==> src/rtl/mdu_pkg.sv <==
// Shared types and constants for the multiply/divide unit: function
// encoding, FSM states and the iteration count.
package mdu_pkg;

  localparam int DATA_W     = 32;
  localparam int ITER_COUNT = 32;
  localparam int CNT_W      = 6;

  typedef enum logic [1:0] {
    FN_MUL   = 2'b00,
    FN_MULHU = 2'b01,
    FN_DIVU  = 2'b10,
    FN_REMU  = 2'b11
  } mdu_func_e;

  typedef enum logic [1:0] {
    ST_IDLE = 2'b00,
    ST_MUL  = 2'b01,
    ST_DIV  = 2'b10,
    ST_DONE = 2'b11
  } mdu_state_e;

endpackage

==> src/rtl/mdu_div_step.sv <==
// One restoring-division step: shift in the next dividend bit, trial-subtract
// the divisor and keep or restore the partial remainder.
module mdu_div_step
  import mdu_pkg::*;
(
  input  logic [DATA_W-1:0] rem_in,
  input  logic              dividend_bit,
  input  logic [DATA_W-1:0] divisor,
  output logic [DATA_W-1:0] rem_out,
  output logic              q_bit
);

  logic [DATA_W:0] trial;
  logic [DATA_W:0] diff;

  assign trial = {rem_in, dividend_bit};
  assign diff  = trial - {1'b0, divisor};

  // rem_in < divisor always holds, so trial < 2*divisor and bit 32 of the
  // difference is set exactly when the subtraction borrows.
  assign q_bit   = ~diff[DATA_W];
  assign rem_out = q_bit ? diff[DATA_W-1:0] : trial[DATA_W-1:0];

endmodule

==> src/rtl/mdu.sv <==
// Iterative 32-bit unsigned multiply/divide unit: radix-2 shift-add multiply
// and restoring divide, one bit per cycle, with flush and back-to-back starts.
module mdu
  import mdu_pkg::*;
(
  input  logic              clk,
  input  logic              nreset,
  input  logic              StartE,
  input  logic [1:0]        MDFuncE,
  input  logic [DATA_W-1:0] OpA,
  input  logic [DATA_W-1:0] OpB,
  input  logic              FlushE,
  output logic              Busy,
  output logic              Done,
  output logic [DATA_W-1:0] result,
  output logic              Z,
  output logic              N
);

  mdu_state_e          state_reg;
  mdu_func_e           func_reg;
  logic [CNT_W-1:0]    count_reg;
  logic [DATA_W-1:0]   op_a_reg;
  logic [DATA_W-1:0]   op_b_reg;
  logic [DATA_W-1:0]   rem_reg;
  logic [DATA_W-1:0]   quo_reg;
  logic [DATA_W-1:0]   result_reg;
  logic [2*DATA_W-1:0] prod_reg;

  logic [DATA_W:0]     mul_sum;
  logic [2*DATA_W-1:0] prod_next;
  logic [DATA_W-1:0]   rem_next;
  logic [DATA_W-1:0]   quo_next;
  logic                q_bit;
  logic                last_iter;

  // Multiplier lives in the low half of prod_reg and is consumed LSB first;
  // the carry of the upper-half add shifts back in at the top.
  assign mul_sum   = {1'b0, prod_reg[2*DATA_W-1:DATA_W]}
                   + (prod_reg[0] ? {1'b0, op_a_reg} : {(DATA_W+1){1'b0}});
  assign prod_next = {mul_sum, prod_reg[DATA_W-1:1]};

  // quo_reg starts as the dividend and fills with quotient bits from the right.
  mdu_div_step u_div_step (
    .rem_in       (rem_reg),
    .dividend_bit (quo_reg[DATA_W-1]),
    .divisor      (op_b_reg),
    .rem_out      (rem_next),
    .q_bit        (q_bit)
  );

  assign quo_next  = {quo_reg[DATA_W-2:0], q_bit};
  assign last_iter = (count_reg == CNT_W'(ITER_COUNT - 1));

  always_ff @(posedge clk or negedge nreset) begin
    if (!nreset) begin
      state_reg  <= ST_IDLE;
      func_reg   <= FN_MUL;
      count_reg  <= '0;
      op_a_reg   <= '0;
      op_b_reg   <= '0;
      rem_reg    <= '0;
      quo_reg    <= '0;
      prod_reg   <= '0;
      result_reg <= '0;
    end else if (FlushE) begin
      state_reg  <= ST_IDLE;
      count_reg  <= '0;
      result_reg <= '0;
    end else begin
      case (state_reg)
        ST_IDLE, ST_DONE: begin
          if (StartE) begin
            op_a_reg  <= OpA;
            op_b_reg  <= OpB;
            func_reg  <= mdu_func_e'(MDFuncE);
            count_reg <= '0;
            prod_reg  <= {{DATA_W{1'b0}}, OpB};
            rem_reg   <= '0;
            quo_reg   <= OpA;
            state_reg <= MDFuncE[1] ? ST_DIV : ST_MUL;
          end else begin
            state_reg <= ST_IDLE;
          end
        end
        ST_MUL: begin
          prod_reg  <= prod_next;
          count_reg <= count_reg + CNT_W'(1);
          if (last_iter) begin
            state_reg  <= ST_DONE;
            result_reg <= (func_reg == FN_MULHU) ? prod_next[2*DATA_W-1:DATA_W]
                                                 : prod_next[DATA_W-1:0];
          end
        end
        ST_DIV: begin
          if (op_b_reg == '0) begin
            rem_reg    <= op_a_reg;
            quo_reg    <= '1;
            result_reg <= (func_reg == FN_REMU) ? op_a_reg : '1;
            state_reg  <= ST_DONE;
          end else begin
            rem_reg   <= rem_next;
            quo_reg   <= quo_next;
            count_reg <= count_reg + CNT_W'(1);
            if (last_iter) begin
              state_reg  <= ST_DONE;
              result_reg <= (func_reg == FN_REMU) ? rem_next : quo_next;
            end
          end
        end
        default: state_reg <= ST_IDLE;
      endcase
    end
  end

  assign Busy   = (state_reg == ST_MUL) || (state_reg == ST_DIV);
  assign Done   = (state_reg == ST_DONE);
  assign result = result_reg;
  assign Z      = (result_reg == '0);
  assign N      = result_reg[DATA_W-1];

endmodule
==> config.mk <==
export PLATFORM = sky130hd
export DESIGN_NAME = mdu
export DESIGN_NICKNAME = d
export VERILOG_FILES = /design/src/rtl/mdu_pkg.sv /design/src/rtl/mdu_div_step.sv /design/src/rtl/mdu.sv
export SDC_FILE = /design/constraint.sdc
export NUM_CORES = 1
export LEC_CHECK = 0
export CORE_ASPECT_RATIO = 1.5
export CORE_UTILIZATION = 35
export CTS_CLUSTER_SIZE = 30
export DETAILED_ROUTE_END_ITERATION = 10
export DONT_BUFFER_PORTS = 1
export GPL_TIMING_DRIVEN = 1
export PLACE_DENSITY = 0.57
export SYNTH_ARGS = -nofsm -noshare
export SYNTH_HDL_FRONTEND = slang
export SYNTH_SLANG_ARGS = --single-unit
==> constraint.sdc <==
create_clock -name clk -period 3.2 [get_ports clk]
set_input_delay 0.64 -clock clk [delete_from_list [all_inputs] [get_ports clk]]
set_output_delay 0.64 -clock clk [all_outputs]
set_load 0.03 [all_outputs]
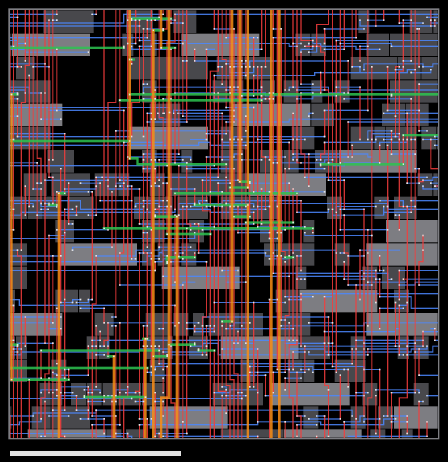
*Close-up of the layout, run 1*
The bar under the picture is 20 um long. Region (61, 154) to (111, 204) um. Cells in gray, sequential cells in the stronger gray; small squares are vias.
- blue: met1
- red: met2
- green: met3
- orange: met4
- sequential cells in the window: 18
- cells with their middle in the window: 139
- most frequent: o21ai_0 (20), dfrtp_1 (18), buf_4 (16)
- netlist names of flops here include: `prod_reg` (7), `result` (7), `rem_reg` (4)

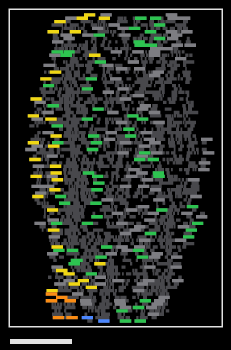
*Sequential cells colored by netlist name, run 1*
The bar under the picture is 50 um long. Other sequential cells in the stronger gray, the rest of the logic in the fainter gray.
- orange: `count_reg` (flops 6; where lower left)
- green: `prod_reg` (flops 64)
- yellow: `op_a_reg` (flops 32)
- blue: `state_reg` (flops 2)
sequential cell area: 0.00586 mm2
power in sequential cells: 3760 uW

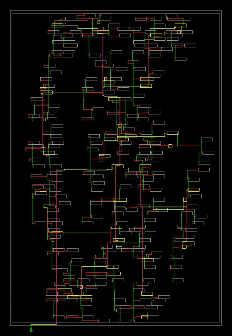
*Clock routing, run 1*
clk_lat worst skew: 0.56 ns
CTS buffer count: 25
post-route clock skew: 0.0139 ns
clkbuf count: 29

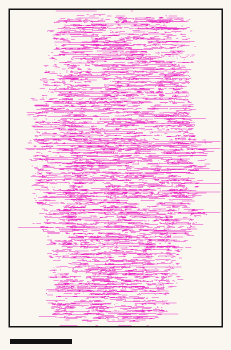
*Met1 routing, run 1*
The bar under the picture is 50 um long.
- share of all routed wire: 41%
- longest straight run: 69.5 um

==> summary.rpt, run 1 <==
FLOW METRICS REPORT
----------------------------------------------------
[Outcome]
  Result of the run ........................ finished, violations left
  Failing checks ........................ hold timing, setup timing

[Synthesis]
  Post-synth tally of flip-flops with integrated enable ........................ 0
  Async SR Flop Fraction ........................ 1.00
  Yosys warning count ........................ 0

[Final timing]
  Hold violation total from the final report ........................ 234
  Post-Route Hold Slack ........................ -0.208 ns
  Setup repair after global routing missed its margin ........................ true
  Final setup violation count ........................ 5
  Worst-case setup margin in the final layout ........................ -0.0593 ns
  Share of the clock period used by the worst path ........................ 1.02
  Min cycle time layout ........................ 3.26 ns

[Clock network]
  Number of sinks driven by the clock tree ........................ 234
  Maximum root-to-sink buffer count ........................ 3

[Final layout]
  Inverters, non-clock ........................ 53
  Fill cell count ........................ 4,121
  Post-layout utilization of the core ........................ 0.447
  Cell area after layout ........................ 0.0188 mm2
  Register share of the cell area ........................ 0.311
  Antenna diodes ........................ 1
  Area growth, synth to finish ........................ 25.4%
  Clock-cell share of area ........................ 0.0479
  Multi-input combinational cell count ........................ 1,344
  Max reg flops ........................ 64

[Route]
  Via density ........................ 5.63

[Critical path]
  Type of the setup path with the least slack ........................ reg -> reg
  Dominant delay contributor by cell family on the critical path ........................ AND-OR/OR-AND gates
  Number of buffer and inverter stages on the critical path ........................ 2
  Worst-path maximum fanout ........................ 5

[Pwr]
  Power group with the largest share ........................ registers
  Proportion of power drawn by flip-flops and latches ........................ 0.389
  Power per cell area ........................ 514 mW/mm2

[Die]
  Well tap count ........................ 564
  I/O Pins ........................ 106
  Die footprint ........................ 0.0437 mm2

[Global routing]
  GR peak layer ........................ met2

----------------------------------------------------
==> run 1: per-layer routing <==
metal	wire length, um	share of wire
met2	26300	0.49
met4	2800	0.052
met1	21900	0.41
met5	0	0
met3	2740	0.051
==> run 1: repair_timing <==
action / in CTS / in global routing
pin swaps: 5 / 55
hold endpoints to repair: 234 / 234
setup endpoints to repair: 19 / 47
resized: 31 / 123
gates cloned: 0 / 5
buffers inserted: 4 / 17
==> run 1: cells by family (layout without fill, tap and decap cells) <==
logic type      after synthesis  in the layout  share of synthesized area
buf+inv                     153            326                     0.0415
flops                       234            234                      0.390
simple gates                536            536                      0.161
xor+xnor                     55             55                     0.0326
fa+ha+maj                    71             71                     0.0602
other cells                   0              1                          0
compound gates              572            572                      0.236
mux                         110            110                     0.0789
==> run 2: changes to the inputs <==
--- a/config.mk
+++ b/config.mk
@@ -6,6 +6,7 @@
 export NUM_CORES = 1
 export LEC_CHECK = 0
 export CORE_ASPECT_RATIO = 1.5
+export CORE_MARGIN = 8
 export CORE_UTILIZATION = 35
 export CTS_CLUSTER_SIZE = 30
 export DETAILED_ROUTE_END_ITERATION = 10
==> constraint.sdc (replaced) <==
create_clock -name clk -period 3.2 [get_ports clk]
set_input_delay 0.8 -clock clk [delete_from_list [all_inputs] [get_ports clk]]
set_output_delay 0.8 -clock clk [all_outputs]
set_load 0.03 [all_outputs]
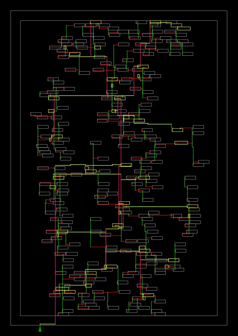
*Clock routing, run 2*
clock network power consumption: 3120 uW
clkbuf count: 36
clk_lat worst skew: 0.57 ns
post-route clock skew: 0.0254 ns

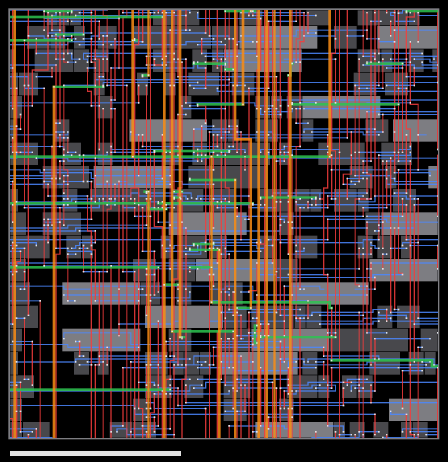
*Close-up of the layout, run 2*
The bar under the picture is 20 um long. Region (68, 164) to (118, 214) um. Cells in gray, sequential cells in the stronger gray; small squares are vias.
- blue: met1
- red: met2
- green: met3
- orange: met4
- sequential cells in the window: 19
- cells with their middle in the window: 161
- most frequent: o21ai_0 (26), nand2_1 (23), buf_4 (22)
- netlist names of flops here include: `prod_reg` (7), `rem_reg` (6), `result` (6)

==> summary.rpt, run 2 <==
FLOW METRICS REPORT
----------------------------------------------------
[Final timing]
  Share of the clock period used by the worst path ........................ 0.999 (-0.0193)
  Setup repair after global routing missed its margin ........................ true
  Pins Over Slew Limit ........................ 0
  Min cycle time layout ........................ 3.20 ns (-0.0618 ns)
  Hold violation total from the final report ........................ 70 (-70%)
  Post-Route Hold Slack ........................ -0.0604 ns (+0.148 ns)
  Worst-case setup margin in the final layout ........................ 0.00251 ns (+0.0618 ns)
  Final setup violation count ........................ 0 (-5)

[Critical path]
  Depth of the most critical reg-to-reg path ........................ 14
  Critical-path top delay cell ........................ dfrtp_2
  Worst-path maximum fanout ........................ 6 (+1)
  Type of the setup path with the least slack ........................ reg -> reg
  Dominant delay contributor by cell family on the critical path ........................ AND-OR/OR-AND gates
  Number of buffer and inverter stages on the critical path ........................ 2 (unchanged)
  Critical register-to-register path endpoint ........................ result[23]

[Die]
  Initial standard-cell utilization of the core ........................ 0.352
  Well tap count ........................ 570 (+1.1%)
  I/O Pins ........................ 106 (unchanged)
  Die footprint ........................ 0.0499 mm2 (+14%)
  Count of standard-cell rows ........................ 93

[Synthesis]
  Post-synth tally of flip-flops with integrated enable ........................ 0 (unchanged)
  Cell types with the largest area share after synthesis ........................ dfrtp_1 (39%), o21ai_0 (6.9%), ha_1 (5.8%)
  Yosys warning count ........................ 0 (unchanged)
  Most frequently used cell type in the post-synthesis netlist ........................ dfrtp_1
  Cell type with the largest total area after synthesis ........................ dfrtp_1
  Avg Synthesized Cell Area ........................ 8.67 um2
  Async SR Flop Fraction ........................ 1.00 (unchanged)

[Route]
  Wire length on met2 ........................ 25,700 um (-2.1%)
  Routed length on met1 ........................ 22,400 um (+2.0%)
  Highest routing layer actually used ........................ met4
  Via density ........................ 5.56 (-1.1%)
  Detailed route wirelength on metal3 ........................ 2780 um (+1.4%)

[Final layout]
  Area growth, synth to finish ........................ 24.0%
  Max reg flops ........................ 64 (unchanged)
  Post-layout utilization of the core ........................ 0.437 (-0.00956)
  Layout buffer count excluding clock buffers ........................ 232
  Sequential cell area ........................ 0.00586 mm2 (unchanged)
  Fill cell count ........................ 4,240 (+2.9%)
  Inverters, non-clock ........................ 53 (unchanged)
  Antenna diodes ........................ 0 (-1)
  Register share of the cell area ........................ 0.315 (+0.00339)
  Clock-cell share of area ........................ 0.0463 (-0.00156)
  Multi-input combinational cell count ........................ 1,344 (unchanged)
  Most frequently placed logic cell in the final layout ........................ dfrtp_1

[Pwr]
  Power group with the largest share ........................ registers
  Worst VDD drop ........................ 0.268 mV
  Power per cell area ........................ 509 mW/mm2 (-1.1%)
  Static leakage ........................ 0.00824 uW
  Power in sequential cells ........................ 3760 uW (about the same)
  Proportion of power drawn by flip-flops and latches ........................ 0.397 (+0.008)

[Outcome]
  Failing checks ........................ hold timing
  Result of the run ........................ finished, violations left

[Clock network]
  Number of sinks driven by the clock tree ........................ 234 (unchanged)
  Clock tree from TritonCTS ........................ built
  CTS buffer count ........................ 25 (unchanged)
  Maximum root-to-sink buffer count ........................ 3 (unchanged)
  Root cell of the clock tree ........................ clkbuf_16
  Total number of H-tree levels ........................ 1

[Place]
  Dpl ws ........................ -0.226 ns
  Placed wire-length estimate ........................ 41,700 um

[Global routing]
  Pin count of the biggest net entering global routing ........................ 235
  Wire length of the first global-routing pass ........................ 82,700 um
  Number of antenna violations at the first check in global routing ........................ 0
  GR peak layer ........................ met2
  Aggregate global routing overflow ........................ 0

[Hold path]
  Path category of the worst min-delay check ........................ in -> async

----------------------------------------------------
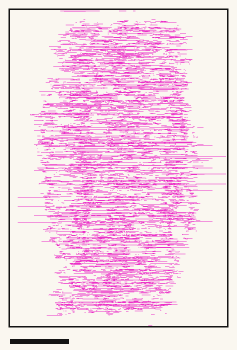
*Met1 routing, run 2*
The bar under the picture is 50 um long.
Vias: 13,794
GR Layer Usage met1: 0.263
drt total wl: 54,200 um

-- run 2: cell families after synthesis --
logic type / count (synthesis) / synth area share
xor gates and xnor gates: 55 / 0.0326
muxes: 110 / 0.0789
and+or+nand+nor: 536 / 0.161
buffers and inverters: 153 / 0.0415
DFF: 234 / 0.390
AOI/OAI and AO/OA: 572 / 0.236
adders and majority gates: 71 / 0.0602
-- run 2: what timing repair did --
action | 4_1_cts | 5_1_grt
setup endpoints to repair | 23 | 61
cloned | 0 | 1
setup buffers | 8 | 6
hold endpoints to repair | 234 | 234
pin swaps | 13 | 42
gates resized | 36 | 89
-- run 2: metrics by stage --
stage / area [um2] / std cells
after floorplan: 15000 / 1731
after global placement: 17100 / 2419
after detailed placement: 17100 / 2419
after CTS: 18200 / 2473
after global routing: 18600 / 2479
final: 18600 / 2479
Power and IR drop assume default switching activity.
